Design vga_plot_arbiter, sky130hd; sources not shown.
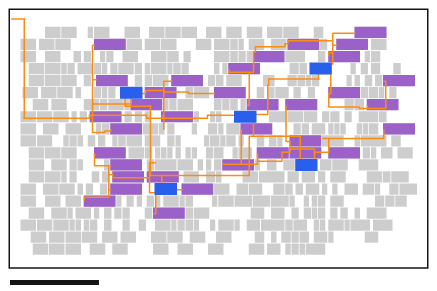
Fig. 1. Routed clock nets over the placement.
Scale bar: 20 um.
legend:
  clock wires:
    color: orange
    length: 464 um
  flip-flops:
    color: purple
    count: 35
  cells driving clock nets:
    color: blue
    count: 5
routed clock nets: 6
clock power share: 14.0%
clock network power: 0.107 mW
Insertion Delay late pin: 0.29 ns
clk_skew: 0.00397 ns

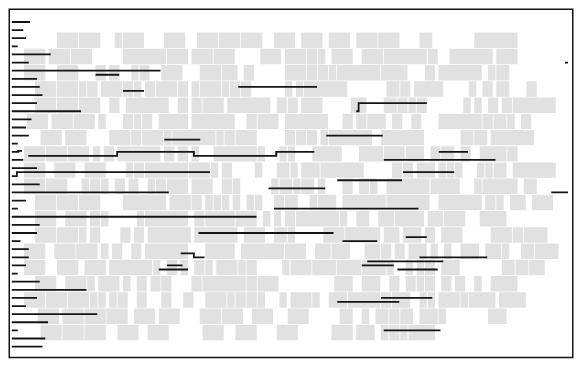
Fig. 2. Met3 routing.
wire length on this layer: 542 um
main direction: horizontal
nets with wire on the layer: 63
DR vias: 2,542
met3 Use GR: 7.80%

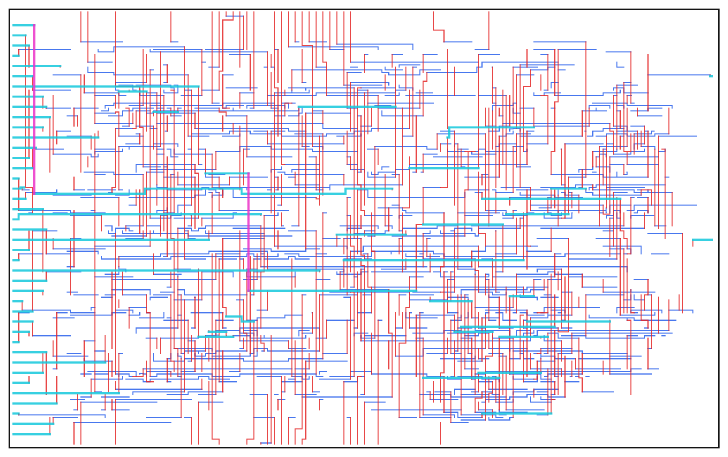
Fig. 3. Metal layers overlaid.
legend:
  met1:
    color: blue
    wire_length: 3,110 um
  met2:
    color: red
    wire_length: 3,100 um
  met4:
    color: magenta
    wire_length: 38.1 um
  met3:
    color: cyan
    wire_length: 542 um
Routed Wire Length: 6790 um
DR WL/cell: 14.5 um
gr usage total: 25.8%

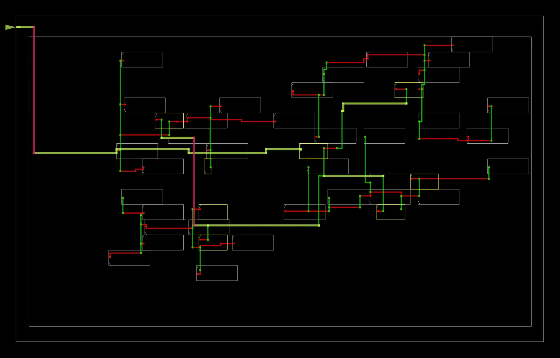
Fig. 4. Clock routing.
CTS Sinks: 35
sequential cells: 35
CTS Buf Count: 5
# clk buffers: 8

==> impl_metrics.py <==
# Physical implementation metrics
metrics = {
    "drt": {
        "via_per_inst": 5.43,
        "drc": 0,
        "firstDrtPassIters": 4,
    },
    "synthesis": {
        "compound_area_share_pct": 20.4,
        "postSynthSeqShare_pct": 29.9,
        "synth_area_per_cell_sq_um": 7.53,
        "yosysTopAreaCell": "dfxtp_1",
        "syn_nets": 380,
        "ff_type": "dfxtp_1",
    },
    "global_routing": {
        "antenna_found_initial": 0,
        "grt-busiest-layer": "met2",
        "use_met1_pct": 36.2,
        "grt_first_pass_wirelength_um": 11100,
        "use_met2_pct": 38.6,
        "grt_pass1_vias": 2394,
    },
    "clock_network": {
        "ctsHtreeMaxLevel": 2,
        "post_cts_buffers": 0,
    },
    "pwr": {
        "ir_drop_mv": 0.110,
        "leakagePower_nw": 1.22,
        "p_sw_mw": 0.337,
        "p_int_mw": 0.429,
    },
    "cells_and_area": {
        "nFillCells": 381,
        "comb_area_sq_um": 1500,
        "area_growth_pct": 44.4,
        "num-nonclk-inverters": 6,
        "comb_share_pct": 44.4,
    },
    "floorplan": {
        "nWellTaps": 63,
        "ios": 88,
        "die_h_um": 58.1,
        "die_x_um": 94.2,
    },
    "setup_path": {
        "cp_top_family": "buffers and inverters",
        "end_kind": "primary output",
        "cp_max_fo": 10,
        "criticalPathCategory": "reg -> out",
        "ff2ff_path_depth": 15,
        "cp-start-kind": "register",
        "r2r_slack_ns": 6.57,
    },
    "run": {
        "tool_warnings": 29,
    },
    "timing": {
        "slew_violations": 0,
        "fin_crit_ns": 4.47,
    },
    "status": {
        "outcome": "finished clean",
    },
    "placed_design": {
        "place_ws_ns": 5.94,
        "hpwl_um": 5230,
    },
}
Power figures rest on the tool's default switching activity, not on a simulated workload.
